Fig. 1: run 1, PDN straps and rails
Scale: 10 px per um. Pins as bars on the die edge.
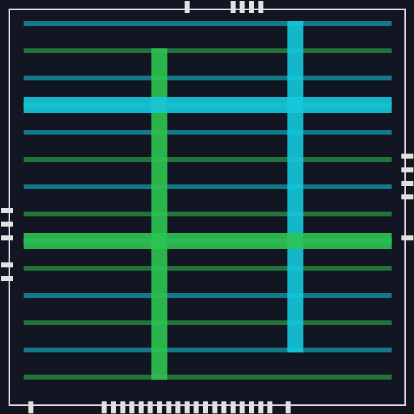
Fig. 2: run 1, cell classes on the final placement
Scale: 8 px per um. Fill, decap, tap and diode cells in grey.
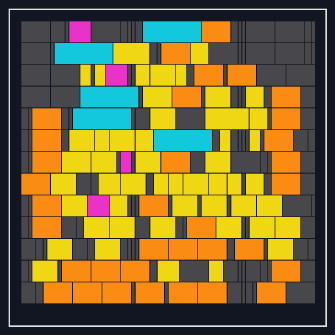
Fig. 3: run 1, clock distribution
Scale: 12 px per um.
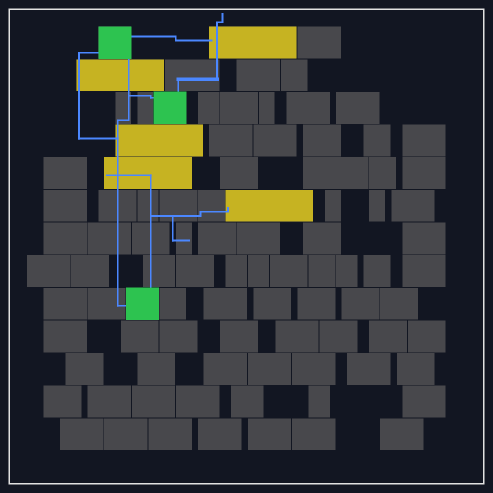
Fig. 4: run 1, routed metal, one colour a layer
Scale: 10 px per um. Only two layers are drawn.
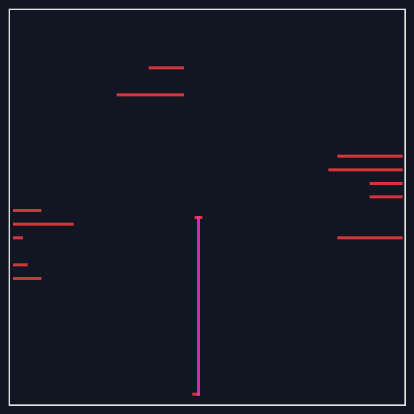
===== config.mk =====
export PLATFORM = sky130hd
export DESIGN_NAME = hazard_fwd_unit
export DESIGN_NICKNAME = d
export VERILOG_FILES = /design/src/rtl/hazard_fwd_unit.sv
export SDC_FILE = /design/constraint.sdc
export NUM_CORES = 1
export LEC_CHECK = 0
export ABC_CLOCK_PERIOD_IN_PS = 5200
export CORE_UTILIZATION = 35
export CTS_CLUSTER_DIAMETER = 40
export DETAILED_ROUTE_END_ITERATION = 16
export PLACE_DENSITY = 0.82
export SLEW_MARGIN = 10
export SYNTH_ARGS = -nofsm -noshare
export SYNTH_HDL_FRONTEND = slang
export SYNTH_SLANG_ARGS = --single-unit

===== constraint.sdc =====
create_clock -name clock -period 5.2 [get_ports clock]
set_clock_uncertainty 0.1 [all_clocks]
set_input_delay 1.3 -clock clock [delete_from_list [all_inputs] [get_ports clock]]
set_output_delay 1.3 -clock clock [all_outputs]
set_load 0.01 [all_outputs]

===== src/rtl/hazard_fwd_unit.sv =====
// Hazard detection and operand forwarding for the in-order pipeline, with a stall-episode watchdog.
// Define HAZARD_STATS_EN to add the stall_cycles / fwd_events counter outputs.
module hazard_fwd_unit #(
  parameter int REG_AW         = 5,
  parameter int NUM_FWD_STAGES = 2,
  parameter int LOAD_FWD_STAGE = 1,
  parameter int MAX_STALL      = 4,
  localparam int SELW          = $clog2(NUM_FWD_STAGES + 1)
) (
  input  logic                             clock,
  input  logic                             reset,
  input  logic [REG_AW-1:0]                ra,
  input  logic [REG_AW-1:0]                rb,
  input  logic                             use_a,
  input  logic                             use_b,
  input  logic                             flush,
  input  logic [NUM_FWD_STAGES*REG_AW-1:0] dst_rw,
  input  logic [NUM_FWD_STAGES-1:0]        dst_wr,
  input  logic [NUM_FWD_STAGES-1:0]        dst_load,
  output logic [SELW-1:0]                  fwd_a,
  output logic [SELW-1:0]                  fwd_b,
  output logic                             stall,
  output logic                             bubble,
  output logic                             stall_err
`ifdef HAZARD_STATS_EN
  ,
  output logic [31:0]                      stall_cycles,
  output logic [31:0]                      fwd_events
`endif
);

  localparam int CW = $clog2(MAX_STALL + 1);

  typedef enum logic {RUN, STALL} state_e;

  // Returns {hazard, select} for one operand; the nearest matching stage decides.
  function automatic logic [SELW:0] resolve(input logic             use_r,
                                            input logic [REG_AW-1:0] r);
    logic [SELW-1:0] sel;
    logic            haz;
    sel = '0;
    haz = 1'b0;
    for (int k = NUM_FWD_STAGES - 1; k >= 0; k--) begin
      if (use_r && dst_wr[k] && (dst_rw[k*REG_AW +: REG_AW] == r) && (r != '0)) begin
        haz = dst_load[k] && (k < LOAD_FWD_STAGE);
        sel = haz ? '0 : SELW'(k + 1);
      end
    end
    return {haz, sel};
  endfunction

  logic [SELW:0]   res_a, res_b;
  logic            hazard;
  logic            squash;

  // NOTE: every always_comb output gets a default first, so no path can infer a latch.
  always_comb begin
    res_a  = resolve(use_a, ra);
    res_b  = resolve(use_b, rb);
    hazard = res_a[SELW] | res_b[SELW];
    squash = flush | reset;
    stall  = hazard & ~squash;
    bubble = stall;
    fwd_a  = squash ? '0 : res_a[SELW-1:0];
    fwd_b  = squash ? '0 : res_b[SELW-1:0];
  end

  state_e          state_q;
  logic [CW-1:0]   cnt_q;
  logic            err_q;

  // NOTE: state uses non-blocking assignments and a synchronous reset sampled on the clock edge.
  always_ff @(posedge clock) begin
    if (reset) begin
      state_q <= RUN;
      cnt_q   <= '0;
      err_q   <= 1'b0;
    end else begin
      unique case (state_q)
        RUN: begin
          if (stall) begin
            state_q <= STALL;
            cnt_q   <= CW'(1);
          end else begin
            cnt_q   <= '0;
          end
        end
        STALL: begin
          if (!stall) begin
            state_q <= RUN;
            cnt_q   <= '0;
          end else if (cnt_q < CW'(MAX_STALL)) begin
            cnt_q   <= cnt_q + CW'(1);
          end else begin
            err_q   <= 1'b1;
          end
        end
        default: begin
          state_q <= RUN;
          cnt_q   <= '0;
        end
      endcase
    end
  end

  assign stall_err = err_q & ~reset;

`ifdef HAZARD_STATS_EN
  logic [31:0] stall_cycles_q, stall_cycles_d;
  logic [31:0] fwd_events_q,   fwd_events_d;

  always_comb begin
    stall_cycles_d = stall_cycles_q + (stall ? 32'd1 : 32'd0);
    fwd_events_d   = fwd_events_q +
                     ((!stall && ((fwd_a != '0) || (fwd_b != '0))) ? 32'd1 : 32'd0);
  end

  always_ff @(posedge clock) begin
    if (reset) begin
      stall_cycles_q <= '0;
      fwd_events_q   <= '0;
    end else begin
      stall_cycles_q <= stall_cycles_d;
      fwd_events_q   <= fwd_events_d;
    end
  end

  assign stall_cycles = reset ? 32'd0 : stall_cycles_q;
  assign fwd_events   = reset ? 32'd0 : fwd_events_q;
`endif

endmodule


==> impl_metrics.csv, run 1 <==
group,metric,value,unit
status,status,"complete, no violations",
finish,syn2layout_area_growth,77.0,%
power_and_ir_drop,p_per_area,147,nW/um2
clock_network,clkSinkCount,5,
setup_path,crit_type,"primary input to primary output",
setup_path,path_max_fanout,3,
clock_network,cts_root_buf,"clkbuf_4",
finish,inverters_excl_clock,2,
detailed_routing,drt-initial-drc-count,19,
detailed_routing,drtPass1Iterations,4,
finish,layout-drive-gt1-share,6.45,%
detailed_routing,drcViolationCount,0,
yosys,yosys_cells,56,
global_routing,busiest_layer,"met2",
detailed_routing,met2WireLength,765,um
place,dp_cells,104,
detailed_routing,vias,556,
finish,nMultiInputCombCells,48,
finish,seqCellArea,100,um2
yosys,top_cell,"xor2_1",
yosys,yosysUniqueCellTypes,24,
place,post_dp_cell_area,842,um2
floorplanning,initCoreUtil,37.7,%
timing,period_used_share,93.6,%
global_routing,overflow,0,
timing,setup_viol,0,
finish,diodes,0,
place,hpwlAfterDp,1270,um
finish,flops,5,
setup_path,cp_common_cell,"clkdlybuf4s50_1",
power_and_ir_drop,powerClk,45.3,uW
finish,final_cell_area,868,um2
yosys,synthMuxAreaShare,2.04,%
floorplanning,tap-cell-count,15,
finish,dominant-cell-class,"multi-input combinational cells",
clock_network,path_clk_slew,50,ps
power_and_ir_drop,swShare,25.7,%
global_routing,grt_pass1_wl,2170,um
clock_network,htreeDepth,1,
power_and_ir_drop,pwr-share-clk,35.4,%
yosys,synth_adder_area_share,2.55,%
clock_network,clk_latency,240,ps
yosys,ys_seq_share,20.4,%
setup_path,crit_family,"buffers and inverters",
timing,tns,0,ps
yosys,ff_type,"dfxtp_1",
timing,setup_slack,331,ps
power_and_ir_drop,switchingPower,32.9,uW
finish,nClkBuffers,4,
yosys,synthArstFlopShare,0,%
finish,largestRegisters,"cnt_q (3), err_q (1), state_q (1)",
finish,lay_top_count,"clkdlybuf4s50_1",
setup_path,critical_path_depth,6,
floorplanning,dieArea,1560,um2
timing,hold_viol,0,
timing,tightest_slew,348,ps
detailed_routing,detail_route.wl_per_cell,13.4,um
setup_path,path_cells,"clkdlybuf4s50_1, or4_1, o21ai_1, nand4b_1, and4_2, clkdlybuf4s50_1",
global_routing,grt_usage,20.9,%
detailed_routing,route.met3.wl,48,um
power_and_ir_drop,powerSeq,38.5,uW
setup_path,crit_slowest_cell,"or4_1",
clock_network,cts_setup_buffers,0,
clock_network,postCtsHoldBufs,0,
power_and_ir_drop,power_leader,"the clock network",
finish,largest_reg_flops,3,
finish,nNonClkBuffers,34,
finish,final_cells,108,
timing,fin_hold_ws,381,ps
job,maxCapViolations,0,
setup_path,path_buffers,2,
finish,logic_area,375,um2
floorplanning,num_rows,13,
global_routing,grt_pass1_vias,501,
min_path,hold_path_class,"flip-flop to flip-flop",
place,place.port_buffers,34,
yosys,compound_area_share,8.93,%
clock_network,cts_resized,0,
yosys,ys_warn_count,0,
finish,layout.nonclk_buf_share,39.2,%
yosys,topCombFamilyByArea,"XOR/XNOR gates",
setup_path,reg2reg_from,"cnt_q[0]$_SDFFE_PP0P_",
Back to the opening pictures, Fig. 1:
| net | colour |
|---|---|
| VSS | green |
| VDD | cyan |
met1 rails: 14
rows: 13
signal pins: 36
core area: 1300 um2
Die H: 39.4 um
Die X: 39.4 um
peak supply drop: 0.0857 mV

Back to the opening pictures, Fig. 2:
| class | colour | cells | share of their area |
|---|---|---|---|
| all other logic | yellow | 50 | 45% |
| clock drivers and dummy loads | magenta | 4 | 3.1% |
| flip-flops | cyan | 5 | 12% |
| other buffers and delay cells | orange | 34 | 40% |

Back to the opening pictures, Fig. 3:
[cells driving clock nets] green | count: 3
[flip-flops] yellow | count: 5
[clock wires] blue | length: 87.6 um
routed clock nets: 4

Back to the opening pictures, Fig. 4:
| layer | colour | wire length |
|---|---|---|
| met3 | red | 48.3 um |
| met4 | magenta | 17.7 um |

==> run 1: worst min path at each step <==
stage / from / to / slack [ps] / cells after the start
4_1_cts: state_q$_SDFF_PP0_ / cnt_q[0]$_SDFFE_PP0P_ / 380 / 1
3_5_place_dp: state_q$_SDFF_PP0_ / cnt_q[0]$_SDFFE_PP0P_ / 370 / 1
2_1_floorplan: state_q$_SDFF_PP0_ / cnt_q[0]$_SDFFE_PP0P_ / 330 / 1
5_1_grt: state_q$_SDFF_PP0_ / cnt_q[0]$_SDFFE_PP0P_ / 390 / 1
6_report: state_q$_SDFF_PP0_ / cnt_q[0]$_SDFFE_PP0P_ / 380 / 1
3_3_place_gp: state_q$_SDFF_PP0_ / cnt_q[0]$_SDFFE_PP0P_ / 370 / 1
Fig. 5: run 1, cell placement
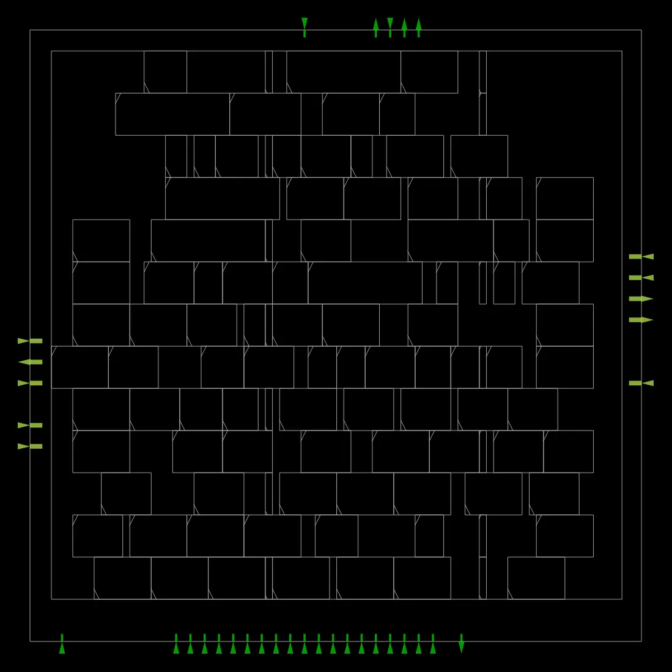

## Run 2: what changed since run 1
--- a/config.mk
+++ b/config.mk
@@ -12,2 +12,3 @@
 export PLACE_DENSITY = 0.82
+export REMOVE_ABC_BUFFERS = 1
 export SLEW_MARGIN = 10
==> constraint.sdc (replaced) <==
create_clock -name clock -period 5.2 [get_ports clock]
set_clock_uncertainty 0.1 [all_clocks]
set_input_delay 1.04 -clock clock [delete_from_list [all_inputs] [get_ports clock]]
set_output_delay 1.04 -clock clock [all_outputs]
set_load 0.01 [all_outputs]
Fig. 6: run 2, cell placement
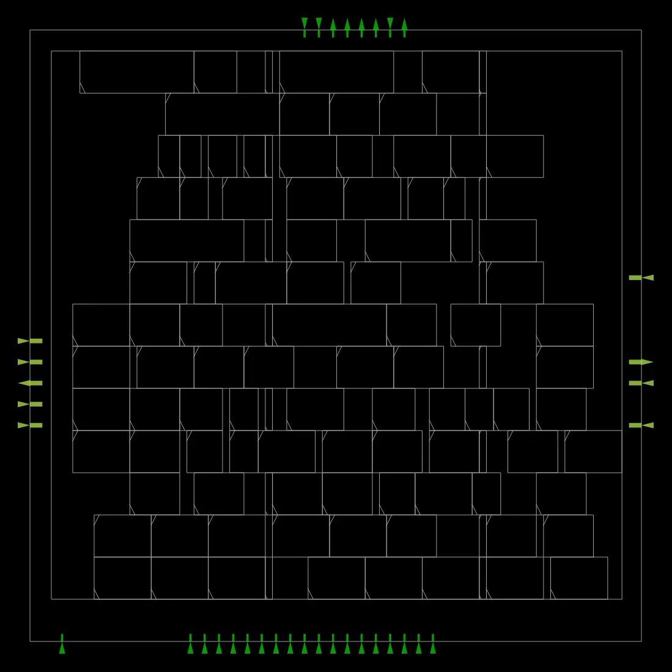
row count: 13
n_taps: 15

==> impl_metrics.csv, run 2 <==
group,metric,value,unit
min_path,holdPathEnd,"cnt_q[0]$_SDFFE_PP0P_",
place,post_dp_cell_area,842,um2
global_routing,grt_pass1_vias,521,
floorplanning,die_h,39.4,um
yosys,yosysUniqueCellTypes,24,
power_and_ir_drop,power_leader,"combinational logic",
clock_network,cts_setup_buffers,0,
finish,dominant-cell-class,"multi-input combinational cells",
finish,inverters_excl_clock,2,
clock_network,clk_latency,230,ps
clock_network,clkSinkCount,5,
floorplanning,initCoreUtil,37.7,%
clock_network,htreeDepth,1,
detailed_routing,route.met3.wl,74,um
global_routing,grt_usage,19.6,%
clock_network,postCtsHoldBufs,0,
timing,tns,0,ps
finish,nMultiInputCombCells,48,
timing,period_used_share,83.5,%
timing,fin_hold_ws,395,ps
timing,setup_viol,0,
timing,hold_viol,0,
setup_path,crit_type,"primary input to primary output",
yosys,top_cell,"xor2_1",
place,place.port_buffers,34,
yosys,ys_seq_share,20.4,%
power_and_ir_drop,swShare,24.3,%
min_path,hold_path_class,"flip-flop to flip-flop",
finish,seqCellArea,100,um2
job,maxCapViolations,0,
power_and_ir_drop,pwr-share-clk,34.5,%
finish,logic_area,375,um2
finish,layout-drive-gt1-share,6.45,%
power_and_ir_drop,p_per_area,145,nW/um2
place,hpwlAfterDp,1220,um
power_and_ir_drop,powerClk,43.3,uW
power_and_ir_drop,powerSeq,38.6,uW
clock_network,cts_root_buf,"clkbuf_4",
global_routing,grt_pass1_wl,2100,um
floorplanning,die_x,39.4,um
clock_network,cts_resized,0,
power_and_ir_drop,switchingPower,30.5,uW
detailed_routing,vias,545,
yosys,ys_warn_count,0,
min_path,min_path_cells,1,
status,status,"complete, no violations",
finish,lay_top_count,"clkdlybuf4s50_1",
finish,final_cell_area,868,um2
yosys,synthArstFlopShare,0,%
finish,largest_reg_flops,3,
setup_path,reg2reg_from,"cnt_q[0]$_SDFFE_PP0P_",
setup_path,path_max_fanout,3,
finish,layout.nonclk_buf_share,39.2,%
finish,nNonClkBuffers,34,
finish,diodes,0,
==> run 2: cell counts after synthesis <==
No cell type changed its count.
==> run 2: cells by family after synthesis <==
group                    after synthesis  share of synthesized area [%]
XOR/XNOR                              21                           37.5
AND/OR/NAND/NOR                       19                           25.5
AND-OR/OR-AND                          6                           8.93
flip-flops                             5                           20.4
buffers and inverters                  3                           3.06
multiplexers                           1                           2.04
adder cells (fa/ha/maj)                1                           2.55
==> run 2: critical path, stage by stage <==
cell             delay (ps)
clkdlybuf4s50_1         490
or4_1                   530
o21ai_1                 160
nand4b_1                210
and4_2                  240
clkdlybuf4s50_1         530
Fig. 7: run 2, routed metal, one colour a layer
Scale: 10 px per um. Only two layers are drawn.
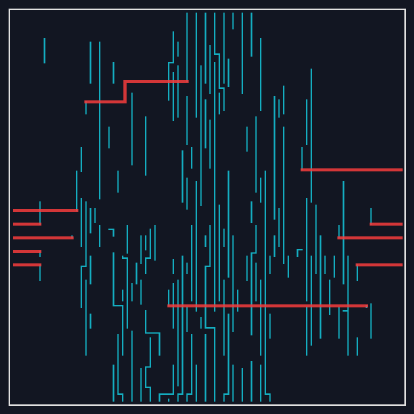

## Run 3: what changed since run 2
Settings changed: ABC_CLOCK_PERIOD_IN_PS 5200 to 3800, CORE_ASPECT_RATIO set to 0.9, CORE_UTILIZATION 35 to 30, PLACE_DENSITY 0.82 to 0.75.
Clock period 5.2 ns to 3.8 ns, I/O delays scaled along.
Fig. 8: run 3, routed metal, one colour a layer
Scale: 8 px per um. Only two layers are drawn.
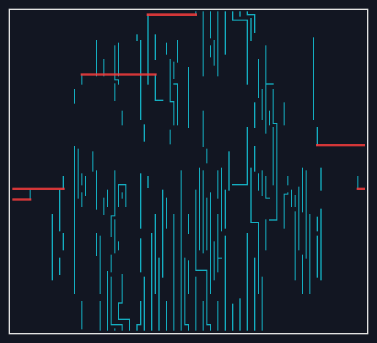
| layer | colour | wire length |
|---|---|---|
| met2 | cyan | 715 um |
| met3 | red | 30.0 um |

==> impl_metrics.csv, run 3 <==
group,metric,value,unit
clock_network,cts_setup_buffers,0,
place,hpwlAfterDp,1300,um
global_routing,grt_usage,16.7,%
yosys,ff_type,"dfxtp_1",
finish,layout-drive-gt1-share,12.2,%
yosys,netlist_area,490,um2
status,status,"complete, no violations",
min_path,holdPathEnd,"cnt_q[0]$_SDFFE_PP0P_",
finish,largest_reg_flops,3,
power_and_ir_drop,swShare,25.6,%
timing,setup_viol,0,
detailed_routing,detail_route.wl_per_cell,12.0,um
clock_network,cts_tree,"built",
timing,hold_viol,0,
setup_path,crit_type,"primary input to primary output",
global_routing,overflow,0,
yosys,ys_warn_count,0,
finish,logic_area,375,um2
power_and_ir_drop,power_leader,"combinational logic",
power_and_ir_drop,p_per_area,193,nW/um2
setup_path,cp_common_cell,"clkdlybuf4s50_1",
place,post_dp_cell_area,888,um2
setup_path,reg2regPathDepth,3,
yosys,largest_area_cell,"dfxtp_1",
clock_network,clk_latency,240,ps
timing,slew_viol_final,0,
clock_network,cts_root_buf,"clkbuf_4",
floorplanning,num_rows,13,
timing,tns,0,ps
finish,nMultiInputCombCells,48,
setup_path,crit_family,"buffers and inverters",
place,place.port_buffers,34,
floorplanning,die_x,44.6,um
setup_path,reg2reg_from,"cnt_q[0]$_SDFFE_PP0P_",
clock_network,cts_resized,0,
finish,final_cell_area,916,um2
yosys,yosysUniqueCellTypes,24,
finish,comb_area_share,41.0,%
setup_path,critical_path_depth,6,
setup_path,cp.arrival,2860,ps
finish,diodes,0,
finish,seqCellArea,100,um2
global_routing,grt_pass1_vias,495,
finish,inverters_excl_clock,2,
setup_path,r2r_end,"cnt_q[1]$_SDFFE_PP0P_",
clock_network,htreeDepth,1,
power_and_ir_drop,switchingPower,45.4,uW
timing,fin_hold_ws,387,ps
timing,fmax,0.269,GHz
yosys,postSynthAreaPerCell,8.76,um2
clock_network,clkSinkCount,5,
power_and_ir_drop,powerClk,60.7,uW
job,maxCapViolations,0,
finish,layout.nonclk_buf_share,41.3,%
setup_path,crit_slowest_cell,"clkdlybuf4s50_1",
power_and_ir_drop,powerSeq,52.7,uW
finish,dominant-cell-class,"buffers",
min_path,min_path_cells,1,
yosys,synthArstFlopShare,0,%
min_path,hold_path_class,"flip-flop to flip-flop",
detailed_routing,vias,549,
timing,period_used_share,97.8,%
finish,largest-register,"cnt_q",
floorplanning,io_pins,36,
setup_path,path_cells,"clkdlybuf4s50_1, or4_1, o21ai_1, nand4b_1, and4_2, clkdlybuf4s50_1",
finish,clock_area_share,3.01,%
setup_path,path_buffers,2,
global_routing,grt_pass1_wl,2120,um
yosys,ys_seq_share,20.4,%
finish,nNonClkBuffers,39,
yosys,top_cell,"xor2_1",
floorplanning,tap-cell-count,22,
setup_path,path_max_fanout,3,
floorplanning,initCoreUtil,33.1,%
## run 3: netlist changes by cell type in the layout (fill, tap and decap cells not counted), sizes merged
cell and delta:
buf +5, clkbuf -1, clkinv +1
## run 3: per-layer routing
metal	vias to the layer above	share of wire, %
met3	0	2.1
met4	0	0
met5	-	0
met2	8	50
met1	248	48
li1	293	-
## run 3: logic make-up (layout without fill, tap and decap cells)
logic type,Yosys count,in the layout,share of synthesized area (%)
AND-OR/OR-AND,6,6,8.93
XOR/XNOR,21,21,37.5
adder cells (fa/ha/maj),1,1,2.55
buffers and inverters,3,45,3.06
flip-flops,5,5,20.4
multiplexers,1,1,2.04
AND/OR/NAND/NOR,19,19,25.5
Power and IR drop assume default switching activity.
